run_1/met4.png
(2 px per um)
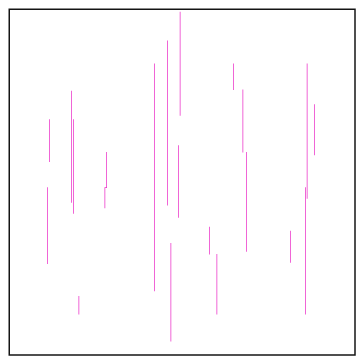
run_1/final_clocks.png
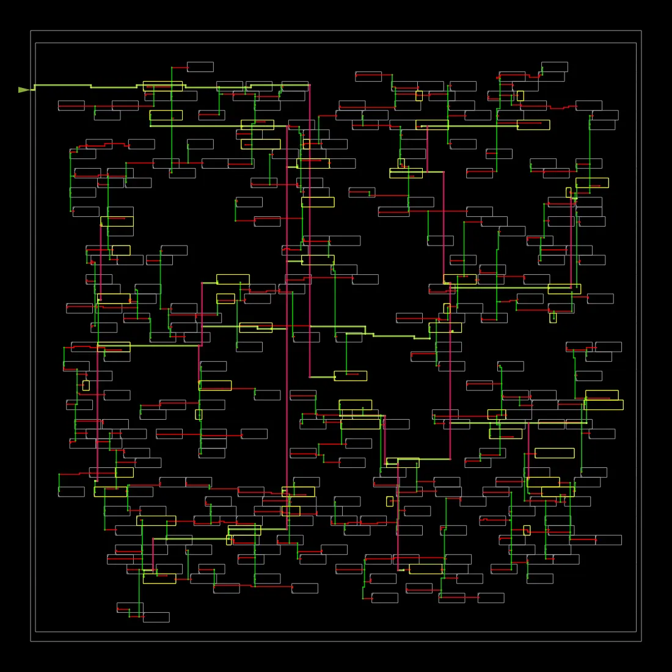
run_1/metal_stack.png
(1.5 px per um) Only two layers are drawn.
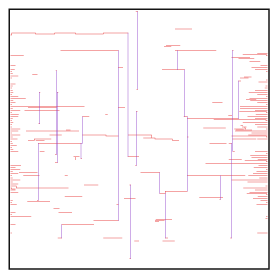
[config.mk]
export PLATFORM = sky130hd
export DESIGN_NAME = cmp_seq_flat
export DESIGN_NICKNAME = d
export VERILOG_FILES = /design/src/rtl/cmp_seq_if.sv /design/src/rtl/cmp_seq.sv /design/src/flat_wrapper.sv
export SDC_FILE = /design/constraint.sdc
export NUM_CORES = 1
export LEC_CHECK = 0
export CORE_UTILIZATION = 40
export CTS_CLUSTER_SIZE = 25
export DETAILED_ROUTE_END_ITERATION = 7
export PLACE_DENSITY_LB_ADDON = 0.3
export SLEW_MARGIN = 20
export SYNTH_ARGS = -nofsm -noshare
export SYNTH_HDL_FRONTEND = slang
export SYNTH_SLANG_ARGS = --single-unit
[constraint.sdc]
create_clock -name clk -period 6.6 [get_ports clk]
set_input_delay 1.65 -clock clk [delete_from_list [all_inputs] [get_ports clk]]
set_output_delay 1.65 -clock clk [all_outputs]
set_load 0.02 [all_outputs]
[src/rtl/cmp_seq_if.sv]
// Handshake bundle for cmp_seq: request side (operands + mode) and result side.
// master drives requests and out_ready; slave is the comparator.
interface cmp_seq_if #(
    parameter int unsigned WIDTH = 128
);
    logic             in_valid;
    logic             in_ready;
    logic [WIDTH-1:0] d1;
    logic [WIDTH-1:0] d2;
    logic [1:0]       mode;
    logic             out_valid;
    logic             out_ready;
    logic             out;
    logic             eq;
    logic             lt;

    modport master (
        output in_valid, d1, d2, mode, out_ready,
        input  in_ready, out_valid, out, eq, lt
    );

    modport slave (
        input  in_valid, d1, d2, mode, out_ready,
        output in_ready, out_valid, out, eq, lt
    );
endinterface

[src/rtl/cmp_seq.sv]
// Sequential unsigned comparator: compares WIDTH-bit operands CHUNK bits per cycle,
// most significant chunk first, and reports eq/lt plus a mode-selected result.
// Build option: define EARLY_EXIT_EN to finish right after the first mismatching
// chunk; otherwise every chunk is always scanned (constant-time compare).
module cmp_seq #(
    parameter int unsigned WIDTH = 128,
    parameter int unsigned CHUNK = 32
) (
    input logic      clk,
    input logic      rst,
    cmp_seq_if.slave bus
);
    localparam int unsigned NCHUNK = WIDTH / CHUNK;
    localparam int unsigned KW     = (NCHUNK > 1) ? $clog2(NCHUNK) : 1;
    localparam logic [KW-1:0] KLast = KW'(NCHUNK - 1);

    localparam logic [1:0] ModeEq  = 2'b00;
    localparam logic [1:0] ModeNe  = 2'b01;
    localparam logic [1:0] ModeLtu = 2'b10;
    localparam logic [1:0] ModeGtu = 2'b11;

    typedef enum logic [1:0] {
        StIdle,
        StRun,
        StDone
    } state_e;

    state_e           state_q;
    logic [WIDTH-1:0] a_q;
    logic [WIDTH-1:0] b_q;
    logic [1:0]       mode_q;
    logic [KW-1:0]    k_q;
    // First-mismatch record: found_q set once, lt_acc_q holds its ordering.
    logic             found_q;
    logic             lt_acc_q;
    logic             out_valid_q;
    logic             out_q;
    logic             eq_q;
    logic             lt_q;

    logic [CHUNK-1:0] a_arr [NCHUNK];
    logic [CHUNK-1:0] b_arr [NCHUNK];
    logic [CHUNK-1:0] a_chunk;
    logic [CHUNK-1:0] b_chunk;
    logic             chunk_ne;
    logic             chunk_lt;
    logic             found_n;
    logic             lt_n;
    logic             eq_n;
    logic             out_n;
    logic             run_done;

    // Chunk view of the held operands; index 0 is the least significant chunk.
    for (genvar g = 0; g < NCHUNK; g++) begin : g_chunk
        assign a_arr[g] = a_q[g*CHUNK +: CHUNK];
        assign b_arr[g] = b_q[g*CHUNK +: CHUNK];
    end

    // Compare the current chunk and fold it into the running first-mismatch result.
    always_comb begin
        a_chunk  = a_arr[KLast - k_q];
        b_chunk  = b_arr[KLast - k_q];
        chunk_ne = (a_chunk != b_chunk);
        chunk_lt = (a_chunk < b_chunk);
        // An earlier mismatch always wins over anything seen in later chunks.
        found_n  = found_q | chunk_ne;
        lt_n     = found_q ? lt_acc_q : chunk_lt;
        eq_n     = ~found_n;
        out_n    = 1'b0;
        unique case (mode_q)
            ModeEq:  out_n = eq_n;
            ModeNe:  out_n = ~eq_n;
            ModeLtu: out_n = lt_n;
            ModeGtu: out_n = ~eq_n & ~lt_n;
            default: out_n = 1'b0;
        endcase
`ifdef EARLY_EXIT_EN
        run_done = (k_q == KLast) | chunk_ne;
`else
        run_done = (k_q == KLast);
`endif
    end

    // Control FSM with registered result outputs.
    always_ff @(posedge clk) begin
        if (rst) begin
            state_q     <= StIdle;
            a_q         <= '0;
            b_q         <= '0;
            mode_q      <= ModeEq;
            k_q         <= '0;
            found_q     <= 1'b0;
            lt_acc_q    <= 1'b0;
            out_valid_q <= 1'b0;
            out_q       <= 1'b0;
            eq_q        <= 1'b0;
            lt_q        <= 1'b0;
        end else begin
            unique case (state_q)
                StIdle: begin
                    if (bus.in_valid) begin
                        a_q      <= bus.d1;
                        b_q      <= bus.d2;
                        mode_q   <= bus.mode;
                        k_q      <= '0;
                        found_q  <= 1'b0;
                        lt_acc_q <= 1'b0;
                        state_q  <= StRun;
                    end
                end
                StRun: begin
                    if (run_done) begin
                        eq_q        <= eq_n;
                        lt_q        <= lt_n;
                        out_q       <= out_n;
                        out_valid_q <= 1'b1;
                        state_q     <= StDone;
                    end else begin
                        k_q      <= k_q + 1'b1;
                        found_q  <= found_n;
                        lt_acc_q <= lt_n;
                    end
                end
                StDone: begin
                    if (bus.out_ready) begin
                        out_valid_q <= 1'b0;
                        state_q     <= StIdle;
                    end
                end
                default: state_q <= StIdle;
            endcase
        end
    end

    // in_ready is held low during reset, then follows the IDLE state directly.
    assign bus.in_ready  = (state_q == StIdle) && !rst;
    assign bus.out_valid = out_valid_q;
    assign bus.out       = out_q;
    assign bus.eq        = eq_q;
    assign bus.lt        = lt_q;

    // A pending result must stay put until the consumer takes it.
    property p_hold_result;
        @(posedge clk) disable iff (rst)
            bus.out_valid && !bus.out_ready |=>
                bus.out_valid && $stable({bus.out, bus.eq, bus.lt});
    endproperty
    a_hold_result: assert property (p_hold_result);

    // Never ready for a new request while a result is outstanding.
    a_no_overlap: assert property (@(posedge clk) disable iff (rst)
        !(bus.in_ready && bus.out_valid));

    // Equal and less-than cannot both be reported.
    a_eq_lt_excl: assert property (@(posedge clk) disable iff (rst)
        bus.out_valid |-> !(bus.eq && bus.lt));
endmodule
[src/flat_wrapper.sv]
// flat-port wrapper written by rule: the top's interface ports become plain ports
module cmp_seq_flat 
#(
    parameter int unsigned WIDTH = 128,
    parameter int unsigned CHUNK = 32
)
  (clk, rst, bus_in_valid, bus_d1, bus_d2, bus_mode, bus_out_ready, bus_in_ready, bus_out_valid, bus_out, bus_eq, bus_lt);
  cmp_seq_if #(.WIDTH(WIDTH)) bus_i ();
  input logic clk;
  input logic rst;
  input wire logic [$bits(bus_i.in_valid)-1:0] bus_in_valid;
  input wire logic [$bits(bus_i.d1)-1:0] bus_d1;
  input wire logic [$bits(bus_i.d2)-1:0] bus_d2;
  input wire logic [$bits(bus_i.mode)-1:0] bus_mode;
  input wire logic [$bits(bus_i.out_ready)-1:0] bus_out_ready;
  output wire logic [$bits(bus_i.in_ready)-1:0] bus_in_ready;
  output wire logic [$bits(bus_i.out_valid)-1:0] bus_out_valid;
  output wire logic [$bits(bus_i.out)-1:0] bus_out;
  output wire logic [$bits(bus_i.eq)-1:0] bus_eq;
  output wire logic [$bits(bus_i.lt)-1:0] bus_lt;
  assign bus_i.in_valid = bus_in_valid;
  assign bus_i.d1 = bus_d1;
  assign bus_i.d2 = bus_d2;
  assign bus_i.mode = bus_mode;
  assign bus_i.out_ready = bus_out_ready;
  assign bus_in_ready = bus_i.in_ready;
  assign bus_out_valid = bus_i.out_valid;
  assign bus_out = bus_i.out;
  assign bus_eq = bus_i.eq;
  assign bus_lt = bus_i.lt;
  cmp_seq #(.WIDTH(WIDTH), .CHUNK(CHUNK)) u_core (.clk(clk), .rst(rst), .bus(bus_i));
endmodule
==> Changelog: implementation, run 1 <==
### Implementation results

- Syn nets: 1,664
- Setup slack, reg-to-reg: 2450 ps
- WL met2: 16,500 um
- Top cells by area: dfxtp_1, nand2_1, mux4_2
- Reg clk slew, reported paths: 60 ps
- Critical path arrival: 2910 ps
- Area after DPL: 14,400 um^2
- Rel. slew slack: 0.281
- EDFF count, synth: 0
- Residual DRC count: 0
- Overflow after GRT: 0
- WL/cell: 16.3 um
- Bufs and invs on worst path: 2
- Die extent in x: 172 um
- Setup CP Type: input pin to output pin
- Layout cell share with drive strength beyond 1: 0.0847
- Post-synth area from yosys stat: 11,600 um^2
- TritonRoute pass-1 iters: 6
- Met3 WL: 1740 um
- Slowest CP cell: clkdlybuf4s50_1
- Top-area cell share: 0.464
- Cells after Synth: 1,369
- Leakage power: 5.73 nW
- GR Util met2: 0.389
- Async SR Flop Fraction: 0
- Layout Cells excl Fill: 1,972
- Top Ports: 267
- Distinct lib cells used: 44
- Met3 capacity usage during global routing: 0.0316
- Critical path peak fanout: 115
- First-pass GRT wire length: 50,400 um
- Pwr per Cell Area: 269 nW/um^2
- Clk sink count: 268
- Final Instance Area: 15,500 um^2
- WHS: 451 ps
- Die Ht: 172 um
- Routed wire length: 32,200 um
- Late-Pin Clk Latency: 540 ps
- Max incr delay on CP: 640 ps
- Port Buffer Count: 266
- DP Cell Count: 1,918
- Routed met1 length: 13,100 um
- CP top delay family: buffers and inverters
- Setup crit end kind: output pin
- Tool Warnings: 38
- CTS root buffer: clkbuf_16
- HP Class: flop to flop
- Max clock buf depth: 3
- Area grow syn2layout: 33.6%
- Avg Inst Size Synth: 8.45 um^2
- Initial antenna violation count: 0
- Die ar.: 29,600 um^2
- Startpoint types: input pin
- Crit path required time: 4950 ps
- Post-route ant nets: 0
- GR Layer Usage met1: 0.268
- TritonCTS clock tree: built
- # H-tree levels: 1
- Post-synth seq share: 0.464
- Most instantiated cells after synthesis: nand2_1, a21oi_1, dfxtp_1, clkbuf_1, mux4_2
- Post-CTS Hold Buffers: 0
- Via count: 10,073
- Max rail drop VDD: 162 uV
- Leading area contributor after synthesis: dfxtp_1
- Worst Max-Slew Pin Slew: 1080 ps
- Slew Limit Fails: 0
- Outcome: completed
- Fin crit share: 0.691
- Routability cong.: 0.782
- Mapped cell area: 11,600 um^2
- Yosys reg bits: 268
- DP Worst Slack: 2000 ps
- Minimum clock period: 4560 ps
- Core Region: 28,100 um^2
- Max-Cap Viols: 0
- Post-route setup TNS: 0 ps
## Picture notes: met4.png
wire length on this layer: 841 um
main direction: vertical

## Picture notes: final_clocks.png
# clk buffers: 37
P_clk: 0.00177 W
Num CTS Buffers: 29
Seq cells: 268

## Picture notes: metal_stack.png
legend:
  purple:
    layer: met4
    wire_length: 841 um
  red:
    layer: met3
    wire_length: 1,740 um

run 1: final cells by class:
type / instances / area (um^2)
Tap cell: 378 / 473
Inverter: 32 / 120
Fill cell: 2644 / 12600
Clock inverter: 16 / 230
Timing Repair Buffer: 274 / 2750
Antenna cell: 1 / 2.50
Sequential cell: 268 / 5370
Multi-Input combinational cell: 966 / 5690
Clock buffer: 37 / 827
run 1: sequential cells by signal, indices dropped and copies added, names as in the netlist, 2 cells and up:
| name | count |
|---|---|
| u_core.state_q | 2 |
| u_core.b_q | 128 |
| u_core.a_q | 128 |
| u_core.k_q | 2 |
| u_core.mode_q | 2 |
run 1: worst min-delay path, cell delays in order, from the launching register on:
cell and delay, ps:
dfxtp_1 310, nand2_1 50, a21oi_1 50
run 1: worst paths after layout:
kind                                startpoint        endpoint  cells past startpoint
worst min register to register  u_core.a_q[35]  u_core.a_q[35]                      2
worst min-delay path            u_core.a_q[35]  u_core.a_q[35]                      2
worst max-delay path                       rst    bus_in_ready                      3
worst max register to register   u_core.k_q[0]  u_core.bus.out                      9
run 1: layout by cell type (no fill, tap or decap), types with 10 or more instances in the layout:
cell             count
mux4_2              64
inv_1               32
clkbuf_16           30
nor2_1              15
clkinv_2            10
a21oi_1            275
clkdlybuf4s50_1    265
dfxtp_1            266
nand2_1            526
ha_1                33
run 1: power breakdown:
part	total, W	switching [W]	leakage (nW)	internal, W
registers	0.00178	0.0000645	2.20	0.00172
clock network	0.00177	0.000658	0.532	0.00111
logic	0.000599	0.000290	2.99	0.000309
run 1: cells by family after synthesis:
kind of cell               share of synthesized area
adders and majority gates                     0.0357
AOI/OAI and AO/OA                              0.133
muxes                                          0.125
and+or+nand+nor                                0.196
DFF                                            0.464
buffers and inverters                         0.0459
==> run 1 -> run 2 <==
Clock period 6.6 ns to 4 ns, I/O delays scaled along.
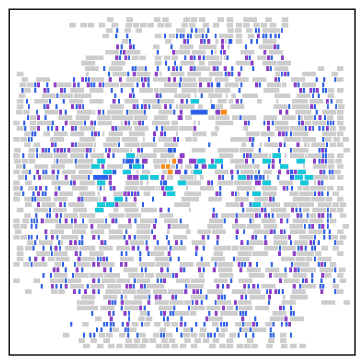
run_2/gate_families.png
(2 px per um)
legend:
  orange:
    family: AND and OR gates
    cells: 5
    where: centre
  blue:
    family: NAND gates
    cells: 544
    where: widely spread
  purple:
    family: inverting AOI/OAI gates
    cells: 290
    where: widely spread
  cyan:
    family: adder and majority cells
    cells: 33

==> Changelog: implementation, run 2 <==
### Implementation results

- Outcome: completed (unchanged)
- Flop pwr share: 0.440 (was 0.429)
- WHS Endpoint: u_core.b_q[60] (was u_core.a_q[35])
- Leakage power: 5.76 nW (was 5.73 nW)
- Reg-to-reg startpoint: u_core.k_q[0] (unchanged)
- Internal power: 0.00504 W (was 0.00314 W)
- Largest regs: u_core.a_q (128), u_core.b_q (128) (unchanged)
- Setup violations, final: 0 (unchanged)
- Slew Limit Fails: 0 (unchanged)
- Critical path arrival: 4160 ps (was 2910 ps)
- Setup crit start: u_core.k_q[0] (was rst)
- Top cells by area: dfxtp_1, nand2_1, mux4_2 (unchanged)
- Worst Setup EP: u_core.bus.out (was bus_in_ready)
- Cells after Synth: 1,369 (unchanged)
- Mapped cell area: 11,600 um^2 (unchanged)
- GRT Resource Usage Total: 0.223 (was 0.217)
- CTS root buffer: clkbuf_16 (unchanged)
- First-pass GRT wire length: 51,300 um (was 50,400 um)
- Sw Pwr: 0.00166 W (was 0.00101 W)
- Fin crit share: 0.922
- Hold path start: u_core.b_q[60] (was u_core.a_q[35])
- Late-Pin Clk Latency: 540 ps (about the same)
- Setup crit end kind: flop (was output pin)
- Overflow after GRT: 0 (unchanged)
- Commonest Layout Cell: nand2_1 (unchanged)
- Synth warn: 0 (unchanged)
- Post-route setup TNS: 0 ps (unchanged)
- Maximum clock rate: 271 MHz
- Top Ports: 267 (unchanged)
- Slowest CP cell: dfxtp_4 (was clkdlybuf4s50_1)
- Layout Cells excl Fill: 1,982 (was 1,972)
- FP Rows: 61 (unchanged)
- Leading area contributor after synthesis: dfxtp_1 (unchanged)
- Hold Fails Final Rpt: 0 (unchanged)
- Worst r2r dst: u_core.bus.out (unchanged)
- HP Class: flop to flop (unchanged)
- WL/cell: 16.7 um (was 16.3 um)
- Layout Skew: 10.5 ps (was 9.00 ps)
- Syn nets: 1,664 (unchanged)
- Count leader, synth: nand2_1 (unchanged)
- Dominant flop cell: dfxtp_1 (unchanged)
- Vias in the first global route: 9,938 (was 9,702)
- Distinct lib cells used: 44 (unchanged)
- Critical path peak fanout: 26 (was 115)
- EDFF count, synth: 0 (unchanged)
- Avg Inst Size Synth: 8.45 um^2 (unchanged)
- Setup CP Type: flop to flop (was input pin to output pin)
- DP Cell Count: 1,929 (was 1,918)
- DR iter-0 viols: 755 (was 529)
- Worst Reg-to-Reg Cells: 10 (was 9)
- Hold Path Depth: 2 (unchanged)
- CP top delay family: AND-OR/OR-AND gates (was buffers and inverters)
- Async SR Flop Fraction: 0 (unchanged)
- Max incr delay on CP: 690 ps (was 640 ps)
- Most instantiated cells after synthesis: nand2_1, a21oi_1, dfxtp_1, clkbuf_1, mux4_2 (unchanged)
- CTS resizes: 0 (unchanged)
- Comb power frac: 0.152 (was 0.144)
- Initial antenna violation count: 1 (was 0)
- Clk sink count: 268 (unchanged)
- Ys cells: 1,369 (unchanged)
- Num CTS Buffers: 28 (was 29)
- Post-synth seq share: 0.464 (unchanged)
- # H-tree levels: 1 (unchanged)
- Area grow syn2layout: 34.1% (was 33.6%)
- Routed wire length: 33,200 um (was 32,200 um)
- CP Cell Sequence: buf_12, mux4_2, inv_1, ha_1, a21oi_1, o21ai_1, a2111oi_0, a32oi_1, or4_1, nand3_1 (was clkbuf_8, nor3_1, clkdlybuf4s50_1)
- Postcts setup bufs: 0 (unchanged)
- Bufs and invs on worst path: 2 (unchanged)
- Pwr per Cell Area: 432 nW/um^2 (was 269 nW/um^2)
- Layout cell share with drive strength beyond 1: 0.0892 (was 0.0847)
- Final net count: 1,876 (was 1,866)
- Startpoint types: flop (was input pin)
- RSZ-0062 raised after global routing: false (unchanged)
- HPWL Detailed: 24,300 um (was 21,600 um)
- Final Instance Area: 15,500 um^2 (about the same)
- TritonRoute pass-1 iters: 5 (was 6)
- Rel. slew slack: 0.351 (was 0.281)
- Port Buffer Count: 266 (unchanged)
- Residual DRC count: 0 (unchanged)
- FP Util: 0.412 (unchanged)
- Setup slack, reg-to-reg: 310 ps (was 2450 ps)
- Top-area cell share: 0.464 (unchanged)
- TritonCTS clock tree: built (unchanged)
- Crit path required time: 4480 ps (was 4950 ps)
- Clk pwr share: 0.409 (was 0.427)
- Post-synth area from yosys stat: 11,600 um^2 (unchanged)
- Reg clk slew, reported paths: 60 ps (about the same)
- Die ar.: 29,600 um^2 (unchanged)
- Post-CTS Hold Buffers: 0 (unchanged)
- Post-route ant nets: 0 (unchanged)
- Core Region: 28,100 um^2 (unchanged)
- Area after DPL: 14,500 um^2 (was 14,400 um^2)
- Routability cong.: 0.870 (was 0.782)
- Tool Warnings: 28 (was 38)
- Via count: 10,165 (was 10,073)
- Max rail drop VDD: 328 uV (was 162 uV)
- Sw frac: 0.248 (was 0.244)
- Worst Max-Slew Pin Slew: 974 ps (was 1080 ps)
- Minimum clock period: 3690 ps
- Yosys reg bits: 268 (unchanged)
- Die Ht: 172 um (unchanged)
- Crit. path cell count: 10 (was 3)
- Largest net degree at the start of global routing: 107 (was 162)
- Die extent in x: 172 um (unchanged)
- Average via count per standard cell: 5.13 (was 5.11)
- Top Layout Cells: nand2_1, a21oi_1, dfxtp_1, clkdlybuf4s50_1, mux4_2 (unchanged)
- Max clock buf depth: 3 (unchanged)
- PnR Total Power: 0.00670 W (was 0.00415 W)
- Max-Cap Viols: 0 (unchanged)
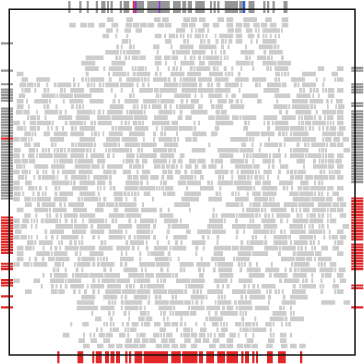
run_2/pins.png
(2 px per um) Pins as bars across the die edge, other pins in grey.
legend:
  red:
    port: bus_d1
    pins: 128
    direction: input
    edge: 75 south, 29 east, 23 west, 1 north
  blue:
    port: bus_out_ready
    pins: 1
    direction: input
    edge: north
  purple:
    port: bus_mode
    pins: 2
    direction: input
    edge: north

[run 2: cell counts after synthesis]
Identical to the previous run, type by type.
[run 2: kinds of logic (layout without fill, tap and decap cells)]
logic type	Yosys count	count (layout)	share of synthesized area
mux	65	65	0.125
buf+inv	135	369	0.0459
compound gates	296	296	0.133
other cells	0	1	0
simple gates	572	572	0.196
fa+ha+maj	33	33	0.0357
flops	268	268	0.464
[run 2: power groups by stage]
| stage | logic, W | registers [W] | clock network (W) |
|---|---|---|---|
| 2_1_floorplan | 0.000602 | 0.00294 | 0 |
| 3_3_place_gp | 0.000998 | 0.00300 | 0 |
| 3_5_place_dp | 0.00102 | 0.00300 | 0 |
| 4_1_cts | 0.00102 | 0.00294 | 0.00279 |
| 5_1_grt | 0.00112 | 0.00296 | 0.00290 |
| 6_report | 0.00102 | 0.00294 | 0.00274 |
[run 2: per-layer routing]
layer | global-route usage | up-vias | part of all wire
met2 | 0.401 | 277 | 0.52
li1 | - | 5032 | -
met3 | 0.0261 | 60 | 0.046
met5 | 0 | - | 0
met1 | 0.275 | 4796 | 0.41
met4 | 0.0727 | 0 | 0.030
[run 2: worst min-delay path, stage by stage, from the launching register on]
cell and delay [ps]:
dfxtp_1 310, nand2_1 50, a21oi_1 50
[run 2: area by class of cell]
cell class | instances | area [um^2]
diodes | 1 | 2.50
inverters | 32 | 120
clock inverters | 10 | 129
repair buffers | 285 | 2870
fillers | 2628 | 12600
multi-input cells | 966 | 5690
clock buffers | 42 | 865
flip-flops and latches | 268 | 5370
well taps | 378 | 473
[run 2: per-stage QoR]
step	hold slack, ps	utilization	setup WS [ps]
2_1_floorplan	433	-	676
3_3_place_gp	439	0.517	562
3_5_place_dp	444	0.517	451
4_1_cts	453	0.552	404
5_1_grt	469	0.553	125
6_report	452	0.553	313
Power figures rest on the tool's default switching activity, not on a simulated workload.
